`src/rtl/wgt_load_scheduler.sv`:
```
// Layer-level weight fetch sequencer.
// Splits a layer's filters into groups of SYSTOLIC_SIZE, kicks the weight
// address controller (wgt_start once per layer, wgt_load once per group),
// waits for each group fetch to drain, then steps the PE array through every
// output tile before moving to the next group.
// Optional build macro WGT_SCHED_TIMEOUT_EN adds a FETCH watchdog that raises
// the sticky fetch_err flag and aborts the layer; without it fetch_err is 0.
//
// state   | meaning
// IDLE    | waiting for layer_start
// CLEAR   | wgt_start pulse, weight base address cleared
// LOAD    | wgt_load pulse for the current group
// FETCH   | waiting for read_en to rise and fall again
// COMPUTE | issuing tile_start / counting tile_done for the resident group
// NEXT    | advance to next group or finish
// DONE    | layer_done pulse

module wgt_load_scheduler #(
    parameter int SYSTOLIC_SIZE  = 16,
    parameter int TILE_W         = 16,
    parameter int TIMEOUT_CYCLES = 4096
) (
    input  logic              clk,
    input  logic              rst,
    input  logic              layer_start,
    input  logic [10:0]       num_filter,
    input  logic [TILE_W-1:0] num_out_tiles,
    input  logic              wgt_read_en,
    input  logic              tile_done,
    output logic              wgt_start,
    output logic              wgt_load,
    output logic              tile_start,
    output logic [7:0]        group_idx,
    output logic [TILE_W-1:0] tile_idx,
    output logic [4:0]        group_size,
    output logic              busy,
    output logic              layer_done,
    output logic              fetch_err
);

    // group_size is 5 bits and num_groups 8 bits; 2047 filters must fit both
    if (SYSTOLIC_SIZE < 9 || SYSTOLIC_SIZE > 31 || TIMEOUT_CYCLES < 1) begin : g_bad_cfg
        $error("wgt_load_scheduler: unsupported SYSTOLIC_SIZE or TIMEOUT_CYCLES");
    end

    typedef enum logic [2:0] {
        S_IDLE,
        S_CLEAR,
        S_LOAD,
        S_FETCH,
        S_COMPUTE,
        S_NEXT,
        S_DONE
    } state_t;

    state_t            state, state_n;
    logic [7:0]        num_groups, num_groups_n;
    logic [4:0]        rem, rem_n;
    logic [TILE_W-1:0] tiles, tiles_n;
    logic              seen_rd, seen_n;
    logic [7:0]        group_idx_n;
    logic [TILE_W-1:0] tile_idx_n;
    logic [4:0]        group_size_n;
    logic              wgt_start_n, wgt_load_n, tile_start_n, busy_n, layer_done_n;
    logic [7:0]        groups_calc;
    logic [4:0]        rem_calc;

`ifdef WGT_SCHED_TIMEOUT_EN
    localparam int TMR_W = $clog2(TIMEOUT_CYCLES + 1);
    logic [TMR_W-1:0] timer, timer_n;
    logic             fetch_err_q, fetch_err_n;
`endif

    // Filters in group g: full width except a short final group
    function automatic logic [4:0] size_of(input logic [7:0] g,
                                           input logic [7:0] ngroups,
                                           input logic [4:0] remainder);
        if ((g == ngroups - 8'd1) && (remainder != 5'd0))
            return remainder;
        return 5'(SYSTOLIC_SIZE);
    endfunction

    // Group count and remainder from the live num_filter, latched at accept
    always_comb begin
        groups_calc = 8'((12'(num_filter) + 12'(SYSTOLIC_SIZE - 1)) / 12'(SYSTOLIC_SIZE));
        rem_calc    = 5'(num_filter % 11'(SYSTOLIC_SIZE));
    end

    // Next-state, counter updates and registered-output precompute
    always_comb begin
        state_n      = state;
        num_groups_n = num_groups;
        rem_n        = rem;
        tiles_n      = tiles;
        seen_n       = seen_rd;
        group_idx_n  = group_idx;
        tile_idx_n   = tile_idx;
        group_size_n = group_size;
`ifdef WGT_SCHED_TIMEOUT_EN
        timer_n      = timer;
        fetch_err_n  = fetch_err_q;
`endif
        case (state)
            S_IDLE: begin
                if (layer_start) begin
                    num_groups_n = groups_calc;
                    rem_n        = rem_calc;
                    tiles_n      = num_out_tiles;
                    group_idx_n  = '0;
                    tile_idx_n   = '0;
`ifdef WGT_SCHED_TIMEOUT_EN
                    fetch_err_n  = 1'b0;
`endif
                    if (num_filter == 11'd0 || num_out_tiles == '0)
                        state_n = S_DONE;
                    else
                        state_n = S_CLEAR;
                end
            end
            S_CLEAR: begin
                state_n      = S_LOAD;
                group_size_n = size_of(group_idx, num_groups, rem);
                seen_n       = 1'b0;
            end
            S_LOAD: begin
                state_n = S_FETCH;
            end
            S_FETCH: begin
                if (seen_rd && !wgt_read_en) begin
                    state_n    = S_COMPUTE;
                    tile_idx_n = '0;
                    seen_n     = 1'b0;
`ifdef WGT_SCHED_TIMEOUT_EN
                    timer_n    = '0;
`endif
                end
`ifdef WGT_SCHED_TIMEOUT_EN
                else if (timer == TMR_W'(TIMEOUT_CYCLES - 1)) begin
                    state_n     = S_DONE;
                    fetch_err_n = 1'b1;
                    timer_n     = '0;
                    seen_n      = 1'b0;
                end
`endif
                else begin
                    if (wgt_read_en)
                        seen_n = 1'b1;
`ifdef WGT_SCHED_TIMEOUT_EN
                    timer_n = timer + TMR_W'(1);
`endif
                end
            end
            S_COMPUTE: begin
                if (tile_done) begin
                    if (tile_idx == tiles - TILE_W'(1))
                        state_n = S_NEXT;
                    else
                        tile_idx_n = tile_idx + TILE_W'(1);
                end
            end
            S_NEXT: begin
                if (group_idx == num_groups - 8'd1) begin
                    state_n = S_DONE;
                end else begin
                    state_n      = S_LOAD;
                    group_idx_n  = group_idx + 8'd1;
                    group_size_n = size_of(group_idx + 8'd1, num_groups, rem);
                    seen_n       = 1'b0;
                end
            end
            S_DONE: begin
                state_n     = S_IDLE;
                group_idx_n = '0;
                tile_idx_n  = '0;
            end
            default: begin
                state_n = S_IDLE;
            end
        endcase

        // Outputs are registered, so they are derived from the state being entered
        wgt_start_n  = (state_n == S_CLEAR);
        wgt_load_n   = (state_n == S_LOAD);
        layer_done_n = (state_n == S_DONE);
        busy_n       = (state_n != S_IDLE);
        tile_start_n = (state_n == S_COMPUTE) &&
                       ((state == S_FETCH) || (state == S_COMPUTE && tile_done));
    end

    // State, counters and output registers
    always_ff @(posedge clk or posedge rst) begin
        if (rst) begin
            state      <= S_IDLE;
            num_groups <= '0;
            rem        <= '0;
            tiles      <= '0;
            seen_rd    <= 1'b0;
            group_idx  <= '0;
            tile_idx   <= '0;
            group_size <= '0;
            wgt_start  <= 1'b0;
            wgt_load   <= 1'b0;
            tile_start <= 1'b0;
            busy       <= 1'b0;
            layer_done <= 1'b0;
        end else begin
            state      <= state_n;
            num_groups <= num_groups_n;
            rem        <= rem_n;
            tiles      <= tiles_n;
            seen_rd    <= seen_n;
            group_idx  <= group_idx_n;
            tile_idx   <= tile_idx_n;
            group_size <= group_size_n;
            wgt_start  <= wgt_start_n;
            wgt_load   <= wgt_load_n;
            tile_start <= tile_start_n;
            busy       <= busy_n;
            layer_done <= layer_done_n;
        end
    end

`ifdef WGT_SCHED_TIMEOUT_EN
    // FETCH watchdog counter and sticky error flag
    always_ff @(posedge clk or posedge rst) begin
        if (rst) begin
            timer       <= '0;
            fetch_err_q <= 1'b0;
        end else begin
            timer       <= timer_n;
            fetch_err_q <= fetch_err_n;
        end
    end

    assign fetch_err = fetch_err_q;
`else
    assign fetch_err = 1'b0;
`endif

endmodule
```
`config.mk`:
```
export PLATFORM = sky130hd
export DESIGN_NAME = wgt_load_scheduler
export DESIGN_NICKNAME = d
export VERILOG_FILES = /design/src/rtl/wgt_load_scheduler.sv
export SDC_FILE = /design/constraint.sdc
export NUM_CORES = 1
export LEC_CHECK = 0
export CORE_MARGIN = 4
export CORE_UTILIZATION = 58
export CTS_CLUSTER_SIZE = 8
export DETAILED_ROUTE_END_ITERATION = 6
export PLACE_DENSITY = 0.88
export SYNTH_ARGS = -nofsm -noshare
export SYNTH_HDL_FRONTEND = slang
export SYNTH_SLANG_ARGS = --single-unit
```
`constraint.sdc`:
```
create_clock -name clk -period 6.7 [get_ports clk]
set_input_delay 0.67 -clock clk [delete_from_list [all_inputs] [get_ports clk]]
set_output_delay 0.67 -clock clk [all_outputs]
set_load 0.01 [all_outputs]
```
==> run_1/metal_stack.png <==
The bar under the picture is 20 um long. Only two layers are drawn.
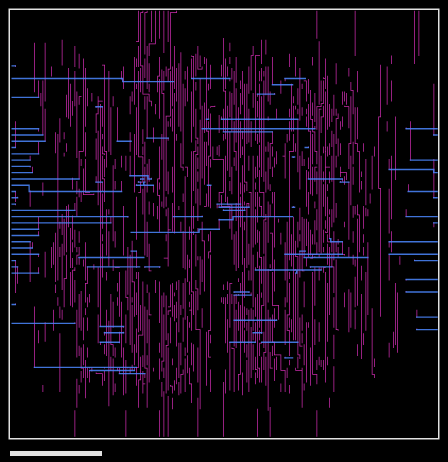
colour	layer	wire length
magenta	met2	4980 um
blue	met3	643 um

==> run_1/final_clocks.png <==
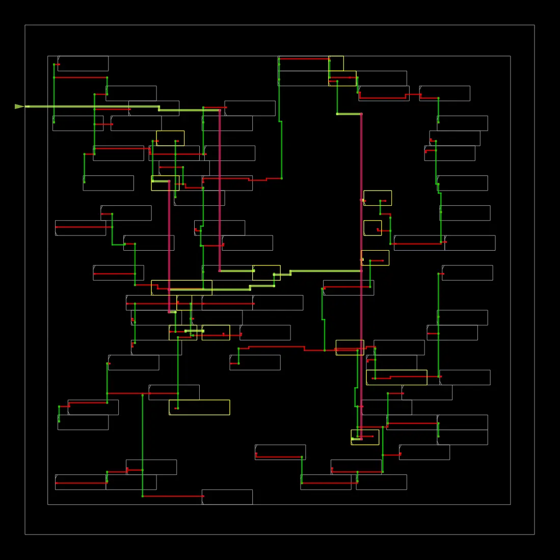
Max Clock Skew: 0.0126 ns
total of clock buffers placed in the layout: 10
power in the clock group: 0.000421 W

==> run_1/registers.png <==
The bar under the picture is 20 um long. Other sequential cells in the stronger grey, the rest of the logic in the fainter grey.
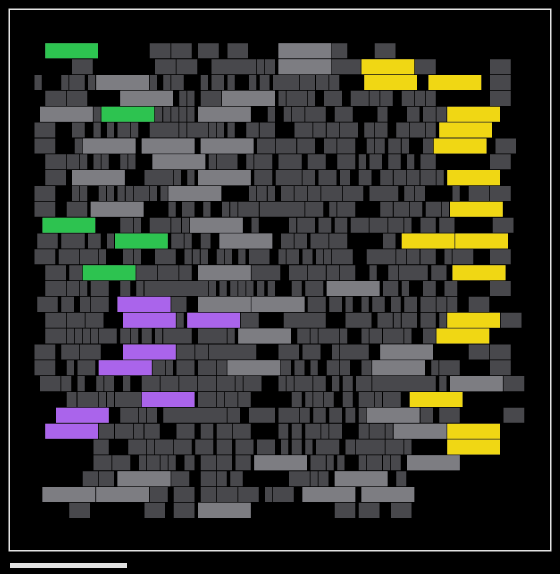
colour	signal	flops
purple	num_groups	8
yellow	tile_idx	16
green	group_size	5
not coloured	37

==> notes.md, run 1 <==
Figures from the flow reports.

Run status:
- The flow ran to the end, and the final reports show no timing, DRC or antenna violations.

Placement:
- The run puts the detailed placer's ending HPWL at 7510 um.
- The run puts the count of input and output buffers at 65.
- The run puts the placement-stage cell area at 0.00483 mm^2.

Die:
- The run gives the top-level I/O count as 67.
- The run gives the width of the die as 92.7 um.
- In this run the standard cell core region covers 0.00687 mm^2.
- The run gives the number of well taps as 96.

Worst setup path:
- For the worst setup path, the data required time is 6.93 ns.
- The run gives the family with the most delay on the worst path as simple AND/OR/NAND/NOR gates.
- In this run the critical register-to-register path is launched from state[2].
- In this run the worst setup path begins at num_filter[0].
- The number of cells on the worst reg-to-reg path is 6.
- The setup check on the worst reg-to-reg path leaves a slack of 3.61 ns.
- Listed in order, past its start point the critical path passes clkdlybuf4s50_1 -> nor4_1 -> nand2_1 -> o41ai_1 -> nor2_1 -> a311o_1 -> or3b_1.

Final layout:
- The run puts the number of antenna cells inserted at 0.
- The run gives the count of inverters other than clock inverters in the layout as 17.
- The run gives the layout cell share with drive strength beyond 1 as 5.74%.
- Registers represent a cell area share of 32.5%.
- According to the cell report, the number of logic gates is 374.
- The run puts the post-layout instance area at 0.00508 mm^2.
- Of all the cell area in the finished design, the clock network holds 4.95%.
- Multi-input logic gates represent a cell area share of 45.8%.
- The run gives the filler-free cell count of the finished design as 636.
- The largest cell class by area is combinational gates.
- After the last flow step, the layout net total stands at 571.
- In the layout the commonest cells are sky130_fd_sc_hd__nand2_1, sky130_fd_sc_hd__dfrtp_1, sky130_fd_sc_hd__clkdlybuf4s50_1, sky130_fd_sc_hd__o21ai_0, sky130_fd_sc_hd__xnor2_1.

Pwr:
- The run puts the fraction of power spent switching nets at 40.3%.
- The run puts the register share of total power at 36.6%.
- Sequential power for this build is 0.000688 W.
- The run gives the total internal power as 0.00112 W.
- The run puts the combinational share of power at 41.0%.

Yosys:
- After synthesis, the share of flip-flops with an asynchronous set or reset is 100%.
- After synthesis the cells add up to 0.00416 mm^2.
- The cell type that accounts for the most area after synthesis is sky130_fd_sc_hd__dfrtp_1.
- The run gives the register bit count reported by yosys as 66.
- The run gives the number of standard cells after synthesis as 479.
- The run gives the count of library flops with an enable pin as 0.
- The run gives the total nets after synthesis as 515.
- The run gives the number of warnings issued by yosys as 0.
- The synthesis report names the predominant flop master as sky130_fd_sc_hd__dfrtp_1.
- The run gives the most frequent cell after synthesis as sky130_fd_sc_hd__nand2_1.
- The run gives the fraction of post-synthesis cell area in the top cell type by area as 39.7%.
- The run gives the distinct cell type count after synthesis as 60.
- The run gives the post-synthesis chip area from yosys as 0.00416 mm^2.

Hold path:
- Checking hold timing, the worst path is listed with class flip-flop to flip-flop.
- The run gives the endpoint of the worst hold-timing path as rem[3].
- In the hold timing report, the worst path depth is 2.
- In this run the most critical hold path is launched from rem[3].

Routing:
- Across all layers, the routed design uses 3794 vias.
- Before antenna repair, the detailed router went through 5 iterations.
- The run puts the tally of nets with antenna violations remaining after routing at 0.
- The run puts the initial DRC count at 274.
- The run puts the detail-routed net length per standard cell at 16.1 um.
- The run puts the total detailed-routing wirelength at 10300 um.

Global routing:
- The run gives the pin count of the biggest net entering global routing as 67.
- The run puts the number of antenna violations at the first check in global routing at 0.

Clocking:
- The run gives the clock-pin transition on the worst setup and hold timing paths as 0.08 ns.
- The run puts the H-tree level count at 3.
- The run gives the number of post-CTS setup repair buffers as 0.
- The run puts the number of clock sinks seen by CTS at 66.
- TritonCTS built the clock tree.

Final timing:
- The run gives the final setup slack of the worst path as 3.55 ns.
- The final critical path takes up 47.1% of the cycle.
- The run puts the final hold slack at 0.502 ns.
- The run gives the final count of negative-setup-slack endpoints as 0.
- Setup repair after global routing left no endpoint under its margin.
- Per the final timing report, the hold violations number 0.
run 1: sequential cells by signal, indices dropped and copies added, names as in the netlist:
register / flops
tile_idx: 16
tiles: 16
group_idx: 8
num_groups: 8
group_size: 5
rem: 4
state: 3
busy: 1
layer_done: 1
seen_rd: 1
tile_start: 1
wgt_load: 1
wgt_start: 1
run 1: kinds of logic after synthesis:
family          after synthesis  synth area share (%)
other cells                   1                0.0901
flops                        66                  39.7
compound gates               84                  13.1
simple gates                231                  29.6
buf+inv                      39                  4.36
xor+xnor                     46                  10.0
fa+ha+maj                     4                  1.20
mux                           8                  1.95
run 1: per-layer routing:
metal	share of wire (%)	GRT usage (%)
met5	0	0
met4	1.9	11.1
met2	49	40.1
met3	6.3	5.12
met1	43	32.4
==> run 2: changes to the inputs <==
- CORE_UTILIZATION: 58 -> 54
- PLACE_DENSITY: 0.88 -> 0.82
- clock period: 6.7 -> 3.1 ns (I/O delays scaled with it)
==> run_2/final_clocks.png <==
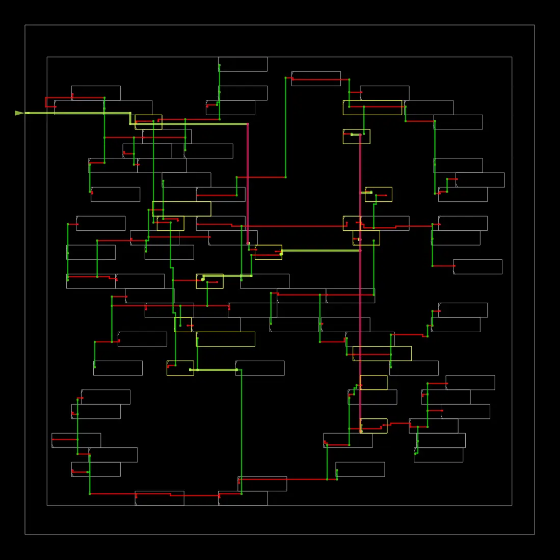
Max Clock Skew: 0.00891 ns
seq_cells: 66
Insertion Delay late pin: 0.35 ns
power in the clock group: 0.000997 W

==> notes.md, run 2 <==
Figures from the flow reports.

Routing:
- The initial DRC count came to 224 (-18%).
- The run puts the total detailed-routing wirelength at 10700 um (+3.9%).
- The run gives the detailed-route via count as 3849 (+1.4%).
- The run gives the routed length on met2 as 5020 um (+0.86%).
- The detail-routed net length per standard cell is 16.5 um (+2.0%).
- The run gives the tally of nets with antenna violations remaining after routing as 0 (unchanged).
- The sum of routed wire segments on met1 was 4800 um (+8.1%).

Yosys:
- The run puts the count of library flops with an enable pin at 0 (unchanged).
- The commonest register cell is sky130_fd_sc_hd__dfrtp_1.
- The number of standard cells after synthesis came to 479 (unchanged).
- The async set-reset flop share out of synthesis was 100% (unchanged).
- The number of warnings issued by yosys came to 0 (unchanged).
- The fraction of post-synthesis cell area in the top cell type by area came to 39.7% (unchanged).
- The run puts the post-synthesis chip area from yosys at 0.00416 mm^2 (unchanged).
- The run gives the cell taking the most area after synthesis as sky130_fd_sc_hd__dfrtp_1.
- The run puts the share of the synthesized netlist area taken by xor and xnor gates at 10.0% (unchanged).
- The register bit count reported by yosys was 66 (unchanged).
- The run puts the compound-cell area share of the yosys netlist at 13.1% (unchanged).
- After synthesis, the largest family of logic cells by area is simple AND/OR/NAND/NOR gates.
- The run gives the most frequent cell after synthesis as sky130_fd_sc_hd__nand2_1.

Final timing:
- The run gives the final setup slack of the worst path as 0.326 ns (-3.22 ns).
- The final critical path takes up 89.5% of the cycle.
- The number of hold-slack violations in the final timing report came to 0 (unchanged).
- The final hold slack came to 0.281 ns (-0.221 ns).
- The run gives the final count of negative-setup-slack endpoints as 0 (unchanged).
- Setup repair after global routing left no endpoint under its margin.

Final layout:
- The number of antenna cells inserted is 0 (unchanged).
- The post-layout instance area came to 0.00517 mm^2 (+1.9%).
- The run gives the proportion of cell area occupied by multi-input gates as 45.0% (-0.84 points).
- The layout cell share with drive strength beyond 1 is 7.29% (+1.5 points).
- The run puts the count of nets after finishing at 580 (+1.6%).
- Per the cell usage report, the commonest logic cells after layout are sky130_fd_sc_hd__nand2_1, sky130_fd_sc_hd__dfrtp_1, sky130_fd_sc_hd__clkdlybuf4s50_1, sky130_fd_sc_hd__o21ai_0, sky130_fd_sc_hd__xnor2_1.
- The run puts the sequential share of cell area at 31.9% (-0.60 points).
- The run gives the filler-free cell count of the finished design as 648 (+1.9%).
- Looking at the area split, the leading class of cells is combinational gates.

Global routing:
- The run puts the met3 track demand over resource in global routing at 5.24% (+0.12 points).
- The number of antenna violations at the first check in global routing was 0 (unchanged).
- The fraction of met2 tracks used by global routing was 38.6% (-1.6 points).

Die:
- The number of well taps was 99 (+3.1%).
- The run gives the placeable core region as 0.00737 mm^2 (+7.3%).
- The top-level I/O count is 67 (unchanged).
- The run puts the width of the die at 95.8 um (+3.3%).

Clocking:
- The run gives the H-tree level count as 3 (unchanged).
- The run gives the TritonCTS clock tree as yes.

Worst setup path:
- Grouping stages by cell kind, the critical path spends the most delay in simple AND/OR/NAND/NOR gates.
- The worst register-to-register path begins at tiles[3].
- The run gives the number of cells on the worst reg-to-reg path as 8 (+2).
- The critical path goes through nor4_4 -> nand3_1 -> mux2i_1 -> a221oi_1 -> and4b_1 -> buf_4 -> a311o_1 -> or3b_1.

Pwr:
- The run puts the combinational share of power at 40.8% (-0.2 points).
- The run gives the fraction of power spent switching nets as 39.5% (-0.81 points).
- The run gives the power drawn by the sequential cells as 0.00149 W (+120%).

Run status:
- The run finished with clean final reports.
==> run 2: cells by family (layout without fill, tap and decap cells) <==
| kind of cell | Yosys count | count (layout) |
|---|---|---|
| AND-OR/OR-AND | 84 | 84 |
| XOR/XNOR | 46 | 46 |
| adder cells (fa/ha/maj) | 4 | 4 |
| buffers and inverters | 39 | 109 |
| flip-flops | 66 | 66 |
| multiplexers | 8 | 8 |
| other | 1 | 1 |
| AND/OR/NAND/NOR | 231 | 231 |
==> run 2: worst max-delay path by stage <==
| stage | start | end | slack (ns) |
|---|---|---|---|
| global route | num_groups[0] | group_size[4] | 0.1 |
| CTS | tiles[3] | busy | 0.36 |
| floorplan | num_groups[0] | group_idx[6] | 0.63 |
| finish | tiles[3] | busy | 0.33 |
| detailed placement | num_filter[0] | busy | 0.32 |
| global placement | num_filter[0] | busy | 0.38 |
No activity file was given, so power comes from the tool's default toggle rates.
